### Signal wires on met4, run 1

Bar = 20 um.
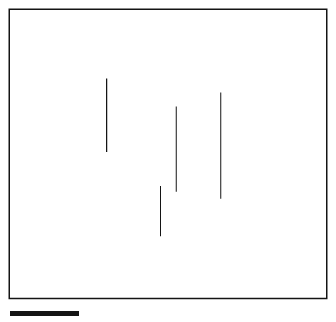
### Placed cells, one colour a class, run 1

Bar = 20 um. Fill, decap, tap and diode cells in grey.
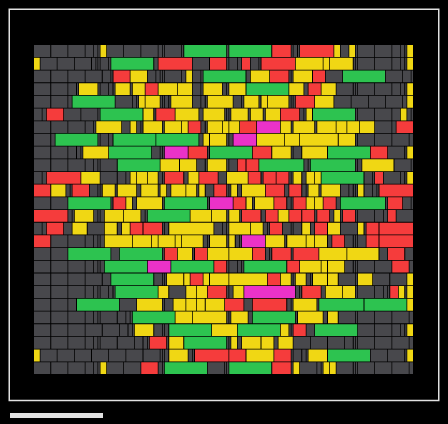
### Logic cells by family, run 1

Bar = 20 um.
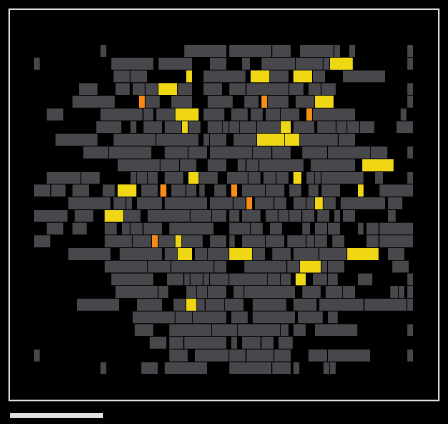
File: src/rtl/irq_ctrl_if.sv
// irq_ctrl_if -- peripheral register bus between the address decoder/CPU and
// the interrupt controller.
//
// Signals:
//   CS_N    chip select, active-low (from the address decoder)
//   RD_N    read strobe, active-low
//   WR_N    write strobe, active-low
//   Addr    byte address within the block, bits [4:2] pick the register
//   DataIn  write data
//   DataOut read data (combinational)
//
// Bus semantics: there is no valid/ready pair. A write is accepted on every
// rising clk where CS_N=0 and WR_N=0 (always ready, single-cycle). A read is
// purely combinational: DataOut shows the selected register while CS_N=0 and
// RD_N=0, and 0 otherwise; reads never change state.
`timescale 1ns/1ps
interface irq_ctrl_if;
  logic        CS_N;
  logic        RD_N;
  logic        WR_N;
  logic [11:0] Addr;
  logic [31:0] DataIn;
  logic [31:0] DataOut;

  modport master (
    output CS_N,
    output RD_N,
    output WR_N,
    output Addr,
    output DataIn,
    input  DataOut
  );

  modport slave (
    input  CS_N,
    input  RD_N,
    input  WR_N,
    input  Addr,
    input  DataIn,
    output DataOut
  );
endinterface

File: src/rtl/irq_ctrl.sv
// irq_ctrl -- interrupt controller for up to 8 peripheral sources.
//
// Each source is normalised by its POL bit into an active level, captured in
// PEND either as a level (follows the line) or as an edge (sticky until
// cleared by a write-1-to-clear). Enabled pending sources raise the registered
// active-low nIRQ when the global enable is set; VECTOR reports the
// lowest-numbered enabled pending source.
//
// Ports:
//   clk        system clock, all state on the rising edge
//   reset      asynchronous, active-low reset
//   bus        register bus (irq_ctrl_if.slave): CS_N, RD_N, WR_N, Addr,
//              DataIn, DataOut
//   irq_src_n  raw peripheral interrupt lines, same clock domain
//   nIRQ       registered interrupt request to the CPU, active-low
//
// Register map (word offsets, Addr[4:2]):
//   0x00 RAW    RO    captured active levels (act_q)
//   0x04 PEND   R/W1C
//   0x08 ENABLE RW
//   0x0C MODE   RW    1=edge, 0=level
//   0x10 POL    RW    1=active-high, 0=active-low
//   0x14 VECTOR RO    bit31=any, bits[2:0]=lowest enabled pending source
//   0x18 SWSET  WO    write-1-to-set PEND (edge-mode bits only)
//   0x1C CTRL   RW    bit0 = GIE
`timescale 1ns/1ps
module irq_ctrl #(
  parameter int N_SRC = 8
) (
  input  logic             clk,
  input  logic             reset,
  irq_ctrl_if.slave        bus,
  input  logic [N_SRC-1:0] irq_src_n,
  output logic             nIRQ
);

  localparam logic [2:0] REG_RAW    = 3'd0;
  localparam logic [2:0] REG_PEND   = 3'd1;
  localparam logic [2:0] REG_ENABLE = 3'd2;
  localparam logic [2:0] REG_MODE   = 3'd3;
  localparam logic [2:0] REG_POL    = 3'd4;
  localparam logic [2:0] REG_VECTOR = 3'd5;
  localparam logic [2:0] REG_SWSET  = 3'd6;
  localparam logic [2:0] REG_CTRL   = 3'd7;

  // State
  logic [N_SRC-1:0] act_q;
  logic [N_SRC-1:0] pend_q,  pend_d;
  logic [N_SRC-1:0] en_q,    en_d;
  logic [N_SRC-1:0] mode_q,  mode_d;
  logic [N_SRC-1:0] pol_q,   pol_d;
  logic             gie_q,   gie_d;
  logic             irq_n_q, irq_n_d;

  // Combinational helpers
  logic             wr_en;
  logic             rd_en;
  logic [2:0]       sel;
  logic [N_SRC-1:0] wdata;
  logic [N_SRC-1:0] act;
  logic [N_SRC-1:0] rise;
  logic [N_SRC-1:0] w1c;
  logic [N_SRC-1:0] swset;
  logic [N_SRC-1:0] masked;
  logic             any_irq;
  logic [2:0]       vec_idx;
  logic [31:0]      vector;
  logic [31:0]      rdata;

  assign wr_en = ~bus.CS_N & ~bus.WR_N;
  assign rd_en = ~bus.CS_N & ~bus.RD_N;
  assign sel   = bus.Addr[4:2];
  // Bits above N_SRC-1 are dropped here, so they can never reach state.
  assign wdata = bus.DataIn[N_SRC-1:0];

  // Polarity-normalised level: XNOR makes POL=1 pass the line through and
  // POL=0 invert an active-low line.
  assign act  = ~(irq_src_n ^ pol_q);
  // A POL write also changes act, so it can produce a rise like any source.
  assign rise = act & ~act_q;

  assign w1c   = (wr_en && (sel == REG_PEND))  ? wdata : '0;
  assign swset = (wr_en && (sel == REG_SWSET)) ? wdata : '0;

  always_comb begin
    pend_d = pend_q;
    for (int i = 0; i < N_SRC; i++) begin
      if (mode_q[i]) begin
        // Edge mode: a set in the same cycle wins over a W1C clear.
        if (rise[i] || swset[i]) begin
          pend_d[i] = 1'b1;
        end else if (w1c[i]) begin
          pend_d[i] = 1'b0;
        end else begin
          pend_d[i] = pend_q[i];
        end
      end else begin
        // Level mode tracks the line; W1C/SWSET have no effect here.
        // Using mode_q means a MODE change takes effect from the next edge.
        pend_d[i] = act[i];
      end
    end
  end

  always_comb begin
    en_d   = en_q;
    mode_d = mode_q;
    pol_d  = pol_q;
    gie_d  = gie_q;
    if (wr_en) begin
      case (sel)
        REG_ENABLE: en_d   = wdata;
        REG_MODE:   mode_d = wdata;
        REG_POL:    pol_d  = wdata;
        REG_CTRL:   gie_d  = bus.DataIn[0];
        default:    ;
      endcase
    end
  end

  // ENABLE gates only the request and the vector, never capture.
  assign masked  = pend_q & en_q;
  assign any_irq = |masked;

  // Scan from the top down so the lowest-numbered source is the last writer.
  always_comb begin
    vec_idx = 3'd0;
    for (int i = N_SRC - 1; i >= 0; i--) begin
      if (masked[i]) begin
        vec_idx = 3'(i);
      end
    end
  end

  assign vector  = any_irq ? {1'b1, 28'h0, vec_idx} : 32'h0;
  assign irq_n_d = ~(gie_q & any_irq);

  always_ff @(posedge clk or negedge reset) begin
    if (!reset) begin
      act_q   <= '0;
      pend_q  <= '0;
      en_q    <= '0;
      mode_q  <= '0;
      pol_q   <= '0;
      gie_q   <= 1'b0;
      irq_n_q <= 1'b1;
    end else begin
      act_q   <= act;
      pend_q  <= pend_d;
      en_q    <= en_d;
      mode_q  <= mode_d;
      pol_q   <= pol_d;
      gie_q   <= gie_d;
      irq_n_q <= irq_n_d;
    end
  end

  assign nIRQ = irq_n_q;

  // Read mux; SWSET is write-only and reads 0.
  always_comb begin
    rdata = 32'h0;
    case (sel)
      REG_RAW:    rdata = 32'(act_q);
      REG_PEND:   rdata = 32'(pend_q);
      REG_ENABLE: rdata = 32'(en_q);
      REG_MODE:   rdata = 32'(mode_q);
      REG_POL:    rdata = 32'(pol_q);
      REG_VECTOR: rdata = vector;
      REG_SWSET:  rdata = 32'h0;
      REG_CTRL:   rdata = {31'h0, gie_q};
      default:    rdata = 32'h0;
    endcase
  end

  // Forced to 0 while reset is held, independent of register contents.
  assign bus.DataOut = (rd_en && reset) ? rdata : 32'h0;

endmodule

File: src/flat_wrapper.sv
// flat-port wrapper written by rule: the top's interface ports become plain ports
module irq_ctrl_flat 
#(
  parameter int N_SRC = 8
)
  (clk, reset, irq_src_n, nIRQ, bus_CS_N, bus_RD_N, bus_WR_N, bus_Addr, bus_DataIn, bus_DataOut);
  irq_ctrl_if bus_i ();
  input  logic clk;
  input  logic reset;
  input  logic [N_SRC-1:0] irq_src_n;
  output logic nIRQ;
  input wire logic [$bits(bus_i.CS_N)-1:0] bus_CS_N;
  input wire logic [$bits(bus_i.RD_N)-1:0] bus_RD_N;
  input wire logic [$bits(bus_i.WR_N)-1:0] bus_WR_N;
  input wire logic [$bits(bus_i.Addr)-1:0] bus_Addr;
  input wire logic [$bits(bus_i.DataIn)-1:0] bus_DataIn;
  output wire logic [$bits(bus_i.DataOut)-1:0] bus_DataOut;
  assign bus_i.CS_N = bus_CS_N;
  assign bus_i.RD_N = bus_RD_N;
  assign bus_i.WR_N = bus_WR_N;
  assign bus_i.Addr = bus_Addr;
  assign bus_i.DataIn = bus_DataIn;
  assign bus_DataOut = bus_i.DataOut;
  irq_ctrl #(.N_SRC(N_SRC)) u_core (.clk(clk), .reset(reset), .bus(bus_i), .irq_src_n(irq_src_n), .nIRQ(nIRQ));
endmodule
File: config.mk
export PLATFORM = sky130hd
export DESIGN_NAME = irq_ctrl_flat
export DESIGN_NICKNAME = d
export VERILOG_FILES = /design/src/rtl/irq_ctrl_if.sv /design/src/rtl/irq_ctrl.sv /design/src/flat_wrapper.sv
export SDC_FILE = /design/constraint.sdc
export NUM_CORES = 1
export LEC_CHECK = 0
export CORE_ASPECT_RATIO = 0.9
export CORE_MARGIN = 5
export CORE_UTILIZATION = 41
export DETAILED_ROUTE_END_ITERATION = 12
export PLACE_DENSITY = 0.78
export SLEW_MARGIN = 20
export SYNTH_ARGS = -nofsm -noshare
export SYNTH_HDL_FRONTEND = slang
export SYNTH_SLANG_ARGS = --single-unit
File: constraint.sdc
create_clock -name clk -period 1.7 [get_ports clk]
set_input_delay 0.34 -clock clk [delete_from_list [all_inputs] [get_ports clk]]
set_output_delay 0.34 -clock clk [all_outputs]
set_load 0.1 [all_outputs]
==> results.json, run 1 <==
{
  "critPathCapture": "bus_DataOut[2]",
  "cts_root_buf": "clkbuf_8",
  "violations": "negative setup slack",
  "p_int_w": 0.00261,
  "ant_nets": 0,
  "htreeDepth": 2,
  "drive_above_1_share_pct": 47.8,
  "hold_class": "input pin to async pin",
  "finClkSkew_ps": 9.25,
  "topCellsByArea": "dfrtp_1 42%, mux2_2 7.8%, buf_4 7.3%",
  "drv_slew": 0,
  "tightestPinTransition_ps": 555,
  "clkbuf_count": 6,
  "critPathRequiredTime_ps": 1360,
  "yosys-top-cells-count": "41 x dfrtp_1, 24 x buf_4, 17 x mux2_2",
  "clkCellAreaFrac_pct": 3.05,
  "comb-power_w": 0.00172,
  "top_cell": "dfrtp_1",
  "synthSimpleGateAreaFrac_pct": 13.5,
  "setup-violations-final": 9,
  "grt_util_all_layers_pct": 17.6,
  "final_cells": 386,
  "cp.arrival_ps": 1670,
  "reg2regPathDepth": 5,
  "grt_pass1_vias": 2031,
  "die_w_um": 91.8,
  "vias_per_cell": 5.37,
  "ys_async_sr_fraction_pct": 100,
  "critPathKind": "register to output port",
  "antenna_found_initial": 0,
  "cp_num_buf_inv": 1,
  "wl_met1_um": 3020,
  "slew_headroom_pct": 63.0,
  "die_h_um": 83.6,
  "edf_count": 0,
  "muxShareOfSynthArea_pct": 16.5,
  "sh_seq_area_pct": 28.6,
  "critical_path_cell_count": 5,
  "inv_count": 7,
  "rows": 26,
  "synthCells": 233,
  "flop_cell": "dfrtp_1",
  "ys_types": 41,
  "path_delay_family": "AND-OR/OR-AND gates",
  "layout_top_cells": "38 x dfrtp_1, 34 x buf_4, 23 x conb_1, 17 x mux2_2, 17 x buf_6",
  "holdWs_ps": 242,
  "top_layer": "met4",
  "final.fill_count": 413,
  "seq_area_sq_um": 1060,
  "area_growth_pct": 49.5,
  "status": "finished, violations left",
  "grt_max_degree": 43,
  "dr_wl_met2_um": 3300,
  "top_logic_kind": "multiplexers",
  "post_cts_buffers": 7,
  "ff_count": 42,
  "cts_tree": "yes",
  "ys_seq_share_pct": 42.6,
  "num-multi-input-gates": 176,
  "ios": 90,
  "dr.pass1.iters": 4,
  "p_leak_nw": 1.62,
  "largest_cell_class": "combinational gates",
  "setup_ws_ps": -314,
  "wl_per_cell_um": 17.6,
  "power_frac_comb_pct": 41.6,
  "crit_slowest_cell": "dfrtp_1",
  "grt.busiest_layer": "met2",
  "p_switching_w": 0.00154,
  "avgSynthCellArea_sq_um": 10.6,
  "num_tap_cells": 70,
  "buf_share_pct": 23.2,
  "dpl_cell_area_sq_um": 3300,
  "ir_drop_mv": 0.414,
  "dp_slack_ps": -611,
  "gp_congestion": 0.911,
  "clock_power_share_pct": 19.4,
  "power_leader": "combinational cells",
  "reg2reg_to": "u_core.nIRQ",
  "fin_tns_setup_ps": -1810,
  "worstPathCellList": "a22oi_2, nand2_1, and3_4, o221a_4, buf_12",
  "die-area_sq_um": 7670,
  "cts_buffers": 5,
  "port_buffers": 33,
  "yosys.area_share.aoi_pct": 14.7,
  "fin_nets": 373,
  "design_power_total_w": 0.00415,
  "fin_util_pct": 64.1,
  "hold_viol_final": 0,
  "yosys_cells": 233,
  "grtUsageMet3_pct": 3.70,
  "fp_util_pct": 42.9,
  "max_freq_mhz": 497,
  "n_all_buffers": 84,
  "drc": 0
}
-- 'Signal wires on met4' (at the start) --
longest straight run = 30.6 um
nets with wire on the layer = 3
main direction = vertical
wire length on this layer = 90.4 um
share of all routed wire = 1.3%
vias after detailed routing: 2074
Routed WL: 6800 um

-- 'Placed cells, one colour a class' (at the start) --
yellow -> all other logic  # cells 183, share of their area 44%
red -> other buffers and delay cells  # cells 84, share of their area 24%
green -> flip-flops  # cells 42, share of their area 29%
magenta -> clock drivers and dummy loads  # cells 7, share of their area 3.1%

-- 'Logic cells by family' (at the start) --
yellow -> NOR gates  # cells 25, most used nor2_4
orange -> inverters  # cells 7, most used inv_1, where centre
multi-input gate share of total cell area: 42.0%
most used logic cell in the final layout: dfrtp_1

### Placed standard cells, run 1

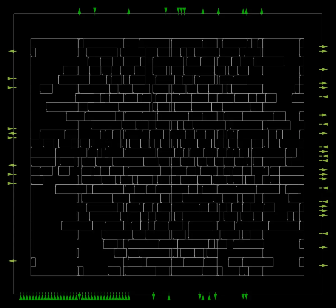

==> inputs of run 2 (changes only) <==
--- a/config.mk
+++ b/config.mk
@@ -5,8 +5,9 @@
 export SDC_FILE = /design/constraint.sdc
 export NUM_CORES = 1
 export LEC_CHECK = 0
+export ABC_CLOCK_PERIOD_IN_PS = 1700
+export CAP_MARGIN = 20
 export CORE_ASPECT_RATIO = 0.9
-export CORE_MARGIN = 5
 export CORE_UTILIZATION = 41
 export DETAILED_ROUTE_END_ITERATION = 12
 export PLACE_DENSITY = 0.78
### Placed standard cells, run 2

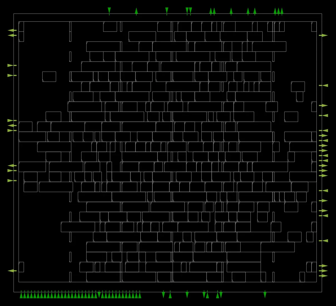
Fill cells: 436
fin cells: 383
Seq/total area: 29.3%

==> results.json, run 2 <==
{
  "drc": 0,
  "path_delay_family": "flip-flops",
  "n_all_buffers": 80,
  "vias": 2081,
  "comb-power_w": 0.00168,
  "critPathCapture": "bus_DataOut[0]",
  "drive_above_1_share_pct": 45.0,
  "power_leader": "combinational cells",
  "grt_util_all_layers_pct": 22.0,
  "synthCells": 233,
  "top_logic_kind": "multiplexers",
  "largest_cell_class": "combinational gates",
  "ys_async_sr_fraction_pct": 100,
  "violations": "negative setup slack",
  "fin_util_pct": 62.9,
  "yosys-top-cells-count": "41 x dfrtp_1, 24 x buf_4, 17 x mux2_2",
  "finClkSkew_ps": 3.34,
  "cp.arrival_ps": 1670,
  "setup-violations-final": 9,
  "topCellsByArea": "dfrtp_1 42%, mux2_2 7.8%, buf_4 7.3%",
  "antenna_found_initial": 0,
  "fin_nets": 369,
  "clkCellAreaFrac_pct": 2.22,
  "area_growth_pct": 45.9,
  "reg2reg_to": "u_core.nIRQ",
  "critical_path_cell_count": 5,
  "flop_cell": "dfrtp_1",
  "reg2regPathDepth": 3,
  "num_tap_cells": 70,
  "ys_types": 41,
  "dr.pass1.iters": 4,
  "comb_area_share_pct": 42.3,
  "vias_per_cell": 5.43,
  "yosys.area_share.aoi_pct": 14.7,
  "synthSimpleGateAreaFrac_pct": 13.5,
  "worstPathCellList": "a22oi_2, nand4_1, nand3_2, o21ai_4, buf_12",
  "clock_power_share_pct": 15.8,
  "layout_top_cells": "40 x dfrtp_1, 31 x buf_4, 23 x conb_1, 17 x mux2_2, 16 x clkdlybuf4s50_1",
  "design_power_total_w": 0.00388,
  "num-multi-input-gates": 176,
  "top_cell": "dfrtp_1",
  "muxShareOfSynthArea_pct": 16.5,
  "dr_wl_met2_um": 3300,
  "drv_slew": 0,
  "hold_viol_final": 0,
  "edf_count": 0,
  "hold_class": "input pin to async pin",
  "grt_pass1_vias": 2113,
  "p_switching_w": 0.00151,
  "seq_area_sq_um": 1050,
  "dpl_cell_area_sq_um": 3290,
  "p_int_w": 0.00237,
  "critPathRequiredTime_ps": 1360,
  "max_freq_mhz": 497,
  "gp_congestion": 0.840,
  "htreeDepth": 2,
  "setup_ws_ps": -312,
  "cts_buffers": 5,
  "cp_num_buf_inv": 1,
  "die_w_um": 83.8,
  "avgSynthCellArea_sq_um": 10.6,
  "buf_share_pct": 23.1,
  "wl_um": 6640,
  "slew_headroom_pct": 64.8,
  "top_layer": "met4",
  "post_cts_buffers": 7,
  "status": "finished, violations left",
  "power_frac_comb_pct": 43.3,
  "dp_slack_ps": -702,
  "rows": 26,
  "cts_tree": "yes",
  "cts_root_buf": "clkbuf_8",
  "fin_tns_setup_ps": -1730,
  "critPathKind": "register to output port"
}
